### src/rtl/txll_arb.sv
// txll_arb: frame-level arbiter in front of the SATA TX link FIFO.
// Two sources, whole-frame grants, almost-full and frame-count throttling.
module txll_arb #(
  parameter int C_MAX_FRAMES = 4,
  parameter bit C_PRIO0      = 1'b0
) (
  input  logic        sys_clk,
  input  logic        sys_rst_n,
  input  logic        phyreset,
  input  logic        req0_valid,
  input  logic        req0_sof,
  input  logic        req0_eof,
  input  logic [31:0] req0_data,
  output logic        req0_ready,
  input  logic        req1_valid,
  input  logic        req1_sof,
  input  logic        req1_eof,
  input  logic [31:0] req1_data,
  output logic        req1_ready,
  output logic [31:0] txfifo_data,
  output logic        txfifo_sof,
  output logic        txfifo_eof,
  output logic        txfifo_wr_en,
  input  logic        txfifo_almost_full,
  input  logic        txfifo_eof_poped,
  output logic [3:0]  frames_pending,
  output logic [1:0]  grant,
  output logic        proto_err
);

  localparam logic [0:0] S_IDLE = 1'b0;
  localparam logic [0:0] S_XFER = 1'b1;
  localparam logic [3:0] LP_MAX = 4'(C_MAX_FRAMES);

  logic [0:0]  r_state;
  logic [1:0]  r_grant;
  logic        r_last;
  logic        r_active;
  logic [3:0]  r_pending;
  logic [31:0] r_data;
  logic        r_sof;
  logic        r_eof;
  logic        r_wr;
  logic        r_perr;

  logic        w_idle;
  logic        w_req0;
  logic        w_req1;
  logic        w_room;
  logic        w_go;
  logic        w_pick1;
  logic        w_drop0;
  logic        w_drop1;
  logic        w_acc0;
  logic        w_acc1;
  logic        w_acc;
  logic [31:0] w_bdata;
  logic        w_bsof;
  logic        w_beof;
  logic        w_inc;
  logic        w_dec;

  assign w_idle = (r_state == S_IDLE);
  assign w_req0 = req0_valid & req0_sof;
  assign w_req1 = req1_valid & req1_sof;
  assign w_room = (r_pending < LP_MAX) & ~txfifo_almost_full;
  assign w_go   = w_idle & (w_req0 | w_req1) & w_room;

  // A headless beat seen while idle is swallowed, channel 0 first.
  assign w_drop0 = r_active & w_idle & req0_valid & ~req0_sof;
  assign w_drop1 = r_active & w_idle & req1_valid & ~req1_sof
                 & ~w_drop0;

  assign req0_ready = (r_grant[0] & ~txfifo_almost_full) | w_drop0;
  assign req1_ready = (r_grant[1] & ~txfifo_almost_full) | w_drop1;

  assign w_acc0 = req0_valid & r_grant[0] & ~txfifo_almost_full;
  assign w_acc1 = req1_valid & r_grant[1] & ~txfifo_almost_full;
  assign w_acc  = w_acc0 | w_acc1;

  assign w_bdata = w_acc1 ? req1_data : req0_data;
  assign w_bsof  = w_acc1 ? req1_sof  : req0_sof;
  assign w_beof  = w_acc1 ? req1_eof  : req0_eof;

  assign w_inc = w_acc & w_beof;
  assign w_dec = txfifo_eof_poped & (r_pending != 4'd0);

  // Choose the winner among sof requests seen while idle.
  always_comb begin
    w_pick1 = 1'b0;
    unique case (1'b1)
      (w_req0 & w_req1):  w_pick1 = C_PRIO0 ? 1'b0 : ~r_last;
      (w_req1 & ~w_req0): w_pick1 = 1'b1;
      default:            w_pick1 = 1'b0;
    endcase
  end

  // Grant FSM: IDLE picks a frame owner, XFER holds it until eof.
  always_ff @(posedge sys_clk or negedge sys_rst_n) begin
    if (!sys_rst_n) begin
      r_state  <= S_IDLE;
      r_grant  <= 2'b00;
      r_last   <= 1'b1;
      r_active <= 1'b0;
    end else begin
      r_active <= 1'b1;
      if (phyreset) begin
        r_state <= S_IDLE;
        r_grant <= 2'b00;
      end else begin
        case (r_state)
          S_IDLE: begin
            if (w_go) begin
              r_grant <= w_pick1 ? 2'b10 : 2'b01;
              r_last  <= w_pick1;
              r_state <= S_XFER;
            end
          end
          S_XFER: begin
            if (w_inc) begin
              r_grant <= 2'b00;
              r_state <= S_IDLE;
            end
          end
          default: begin
            r_grant <= 2'b00;
            r_state <= S_IDLE;
          end
        endcase
      end
    end
  end

  // Count frames written to the FIFO but not yet popped.
  always_ff @(posedge sys_clk or negedge sys_rst_n) begin
    if (!sys_rst_n) begin
      r_pending <= 4'd0;
    end else if (phyreset) begin
      r_pending <= 4'd0;
    end else begin
      case ({w_inc, w_dec})
        2'b10:   r_pending <= r_pending + 4'd1;
        2'b01:   r_pending <= r_pending - 4'd1;
        default: r_pending <= r_pending;
      endcase
    end
  end

  // Register accepted beats onto the FIFO write port.
  always_ff @(posedge sys_clk or negedge sys_rst_n) begin
    if (!sys_rst_n) begin
      r_data <= 32'd0;
      r_sof  <= 1'b0;
      r_eof  <= 1'b0;
      r_wr   <= 1'b0;
      r_perr <= 1'b0;
    end else if (phyreset) begin
      r_data <= 32'd0;
      r_sof  <= 1'b0;
      r_eof  <= 1'b0;
      r_wr   <= 1'b0;
      r_perr <= 1'b0;
    end else begin
      r_wr   <= w_acc;
      r_sof  <= w_acc & w_bsof;
      r_eof  <= w_acc & w_beof;
      r_perr <= w_drop0 | w_drop1;
      if (w_acc) begin
        r_data <= w_bdata;
      end
    end
  end

  assign txfifo_data    = r_data;
  assign txfifo_sof     = r_sof;
  assign txfifo_eof     = r_eof;
  assign txfifo_wr_en   = r_wr;
  assign frames_pending = r_pending;
  assign grant          = r_grant;
  assign proto_err      = r_perr;

endmodule

### config.mk
export PLATFORM = sky130hd
export DESIGN_NAME = txll_arb
export DESIGN_NICKNAME = d
export VERILOG_FILES = /design/src/rtl/txll_arb.sv
export SDC_FILE = /design/constraint.sdc
export NUM_CORES = 1
export LEC_CHECK = 0
export CAP_MARGIN = 20
export CORE_UTILIZATION = 40
export CTS_CLUSTER_DIAMETER = 80
export DETAILED_ROUTE_END_ITERATION = 8
export GPL_ROUTABILITY_DRIVEN = 0
export GPL_TIMING_DRIVEN = 1
export PLACE_DENSITY_LB_ADDON = 0.1
export SLEW_MARGIN = 25
export SYNTH_ARGS = -nofsm -noshare
export SYNTH_HDL_FRONTEND = slang
export SYNTH_SLANG_ARGS = --single-unit
### constraint.sdc
create_clock -name sys_clk -period 3.5 [get_ports sys_clk]
set_clock_uncertainty 0.15 [all_clocks]
set_input_delay 0.7 -clock sys_clk [delete_from_list [all_inputs] [get_ports sys_clk]]
set_output_delay 0.7 -clock sys_clk [all_outputs]
set_load 0.01 [all_outputs]
Run 1, signal metal coverage by tile:
16 x 16 tiles, from white (low) to dark blue (high), scaled to the fullest tile. Values are wire area over tile area, all layers added.
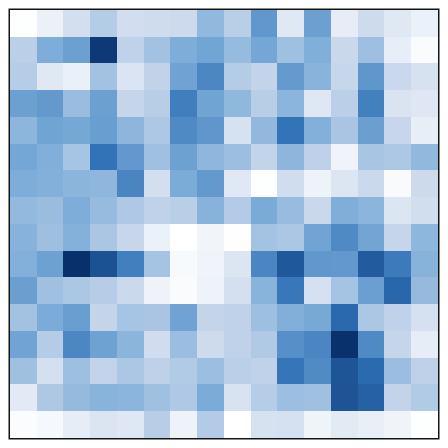
The mean over all tiles is 0.15. 25% of the tiles are over half the peak. 2.7% of the tiles are nearly empty. The densest ninth of the die: middle left. The fullest tile reaches 0.41.
final routed wire length divided by cell count: 13.9 um
total routed wirelength: 5.65 mm

Run 1, zoomed window:
Scale bar: 5 um. Window x 29 to 49, y 45 to 65 um. Cells in gray, sequential cells in the stronger gray; small squares are vias.
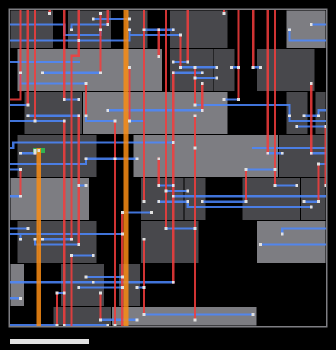
Key: green = M3; blue = M1; red = M2; orange = M4
24 logic cells have their middle in the window. Most frequent: clkdlybuf4s50_1 (8), nor2_1 (6), a211oi_1 (5). Sequential cells in the window: 4. Netlist names of flops here include txfifo_data (4).

Run 1, gate families picked out:
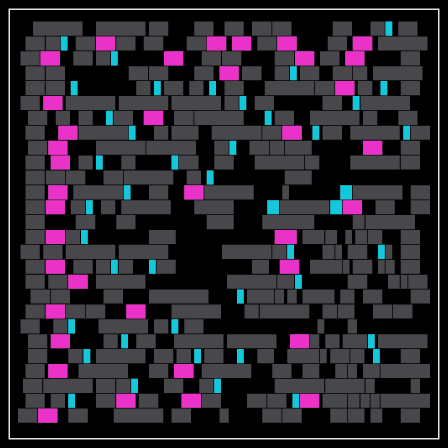
Key: cyan = nor cells [cells 43, most used nor2_1, where spread over the die]; magenta = mux cells [cells 37, most used mux2i_1, where spread over the die]
non-filler instance count after layout: 406
multi-input gate share of total cell area: 0.305
leading cell type in the layout, fill and taps excluded: clkdlybuf4s50_1

Run 1, pin map:
Scale bar: 20 um. Pins as bars across the die edge, other pins in gray.
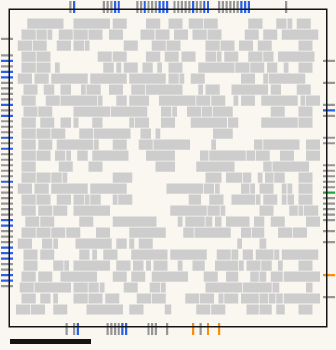
Key: green = req1_ready [pins 1, direction output, edge right]; blue = req0_data [pins 32, direction input, edge 15 left, 13 top, 3 bottom, 1 right]; orange = frames_pending [pins 4, direction output, edge 3 bottom, 1 right]
number of buffers added on ports: 118
DIE WIDTH: 78.2 um
die outline height: 78.2 um

==> run summary, run 1 <==
The flow run is done. By area the synthesized netlist is led by dfrtp_1, mux2i_1, a211oi_1. Max fanout on the critical path was recorded as 7. Fraction of power consumed by the clock network landed at 0.326.

The H-tree generated during clock tree synthesis spans 2 levels. The final layout contains a sequential cell count of 45. OpenSTA lists the critical path startpoint as txfifo_almost_full. Wire length on met3 landed at around 440 um. Combinational gate area landed at 1120 sq um. Met3 capacity usage during global routing landed at 0.0640.

The area taken by sequential standard cells is reported as 1130 sq um. Per the OpenROAD power report, switching power amounts to around 0.30 mW. Simple-gate share of the synthesized area landed at 0.119.

As reported, the later end of the worst-skew pair has a clock insertion delay of 0.29 ns. Number of vias per cell landed at 5.01. The layout report gives the register share of total cell area as 0.306.

Well-tap cell count landed at 72. In this run the maximum-capacitance check reported violations numbering 0. Leakage power landed at 1.68 nW.

The routed wirelength on the met1 layer is recorded as 2.42 mm. Setup repair after global routing left no endpoint under its margin. The wire-length estimate of the detail-placed layout is 4.12 mm. Adder and majority cell fraction of the synthesized area landed at 0.0151.

When the netlist entered floorplanning its net count stood at about 300. The worst path in the final design needs a cycle of 3.09 ns, including I/O delays and setup. The run finished with clean final reports. Share of flip-flops with an asynchronous set or reset landed at 1.00. Counting along the longest clock path gives a buffer depth of 2. After synthesis, the largest family of logic cells by area is AND-OR/OR-AND gates.
==> inputs of run 2 (changes only) <==
--- a/config.mk
+++ b/config.mk
@@ -6,13 +6,13 @@
 export NUM_CORES = 1
 export LEC_CHECK = 0
 export CAP_MARGIN = 20
+export CORE_ASPECT_RATIO = 1.25
 export CORE_UTILIZATION = 40
 export CTS_CLUSTER_DIAMETER = 80
 export DETAILED_ROUTE_END_ITERATION = 8
 export GPL_ROUTABILITY_DRIVEN = 0
 export GPL_TIMING_DRIVEN = 1
 export PLACE_DENSITY_LB_ADDON = 0.1
-export SLEW_MARGIN = 25
 export SYNTH_ARGS = -nofsm -noshare
 export SYNTH_HDL_FRONTEND = slang
 export SYNTH_SLANG_ARGS = --single-unit
Run 2, clock wiring as the flow saved it:
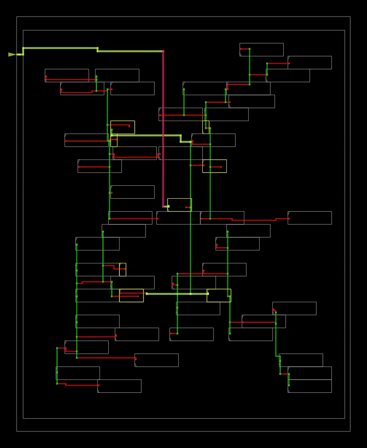
Clock Latency Late Sink: 0.28 ns
clock sink count: 45

==> run 2 against run 1 <==
Net effect:
- setup slack better by 0.065 ns
- critical endpoint unchanged
- total power is 8.6% lower
- largest cell class unchanged
- via count grew 1.1%
- cell area shrank 1.6%
- largest power group unchanged
==> run summary, run 2 <==
The flow run is done. Number of vias per cell landed at 5.14. Synthesis produced a netlist with a net count of 298. Per the detail_route report, routed wire per instance is 14.0 um.

Switching power summed over all nets landed at 0.287 mW. Number of H-tree levels landed at 2. Of the total synthesized cell area, the portion taken by full adders, half adders and majority gates is 0.0151. The tool flagged a number of max-cap violations equal to 0. Of the total standard cell area in the layout, the multi-input combinational portion is 0.309. Wire segments on met3 add up to 437 um in the final route. Well-tap cell count landed at 64. In the finished design the tool counted flip-flops and latches totalling 45. The clock passes through at most 2 buffers. Of the total synthesized cell area, the portion taken by AND, OR, NAND and NOR gates is 0.119. Detailed-route wire length on metal 1 landed at around 2.4 mm.

Share of the final layout cell area in sequential cells landed at 0.310. Horizontal die dimension landed at between 70 and 80 um. Setup repair after global routing left no endpoint under its margin. Combinational gate area landed at 1120 sq um. Sorting the synthesized cells by area gives the leading types as dfrtp_1, mux2i_1, a211oi_1. The critical path starts at txfifo_almost_full. Max fanout on the critical path was recorded as 7. The detailed router reported a total wirelength of 5.59 mm. Vertical extent of the die landed at between 80 and 90 um.

The leakage component of the power was reported as 1.67 nW. Summed over all nets, wire length on met2 after detailed routing comes to 2.70 mm. The run finished with clean final reports. Final critical delay including setup and external delays landed at slightly above 3 ns.

Met3 capacity usage during global routing landed at 0.0579. After synthesis, the largest family of logic cells by area is AND-OR/OR-AND gates. Excluding fillers, the count of instances in the completed layout stands at 400. The share of total power dissipated in the clock network is 0.264.
==> inputs of run 3 (changes only) <==
--- a/config.mk
+++ b/config.mk
@@ -7,6 +7,7 @@
 export LEC_CHECK = 0
 export CAP_MARGIN = 20
 export CORE_ASPECT_RATIO = 1.25
+export CORE_MARGIN = 4
 export CORE_UTILIZATION = 40
 export CTS_CLUSTER_DIAMETER = 80
 export DETAILED_ROUTE_END_ITERATION = 8
Run 3, gate families picked out:
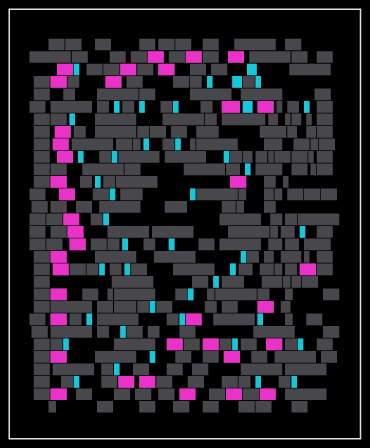
Key: cyan = nor cells [cells 43, most used nor2_1]; magenta = mux cells [cells 37, most used mux2i_1]
non-filler instance count after layout: 402
multi-input gate share of total cell area: 0.308

==> run 3 against run 2 <==
Net effect:
- sequential power barely moved
- cell area rose by 0.48%
- global-route usage fell by 3.0 points
- critical path depth did not move
- flip-flop count did not move
- critical path type unchanged
==> run summary, run 3 <==
The flow run is done. Half-perimeter wire length after detailed placement landed at 4.44 mm. Wire length on met3 landed at about 500 um. Share of flip-flops with an asynchronous set or reset landed at 1.00. The power report attributes to the clock group a share of 0.265. Leakage power landed at 1.68 nW. Detailed-route wire length on metal 1 landed at 2.34 mm. The layout report lists the combined flip-flop and latch area as 1130 sq um. In this run the worst setup path begins at txfifo_almost_full.

Vertical extent of the die landed at 93.2 um. In the final layout, the multi-input gates occupy around 1100 sq um. Simple-gate share of the synthesized area landed at 0.119. Setup repair after global routing left no endpoint under its margin. After detailed routing, the number of vias per cell comes to 5.06. The flow ran to the end, and the final reports show no timing, DRC or antenna violations.

The most common logic cell in the final layout is clkdlybuf4s50_1. The number of clock sinks came to 45. Tally of max-capacitance violations landed at 0. Number of I/O port buffers landed at 118. Share of the final layout cell area in sequential cells landed at 0.309.

Adder and majority cell fraction of the synthesized area landed at 0.0151. The routed design shows a wire length per standard cell of around 14 um.
Power figures rest on the tool's default switching activity, not on a simulated workload.
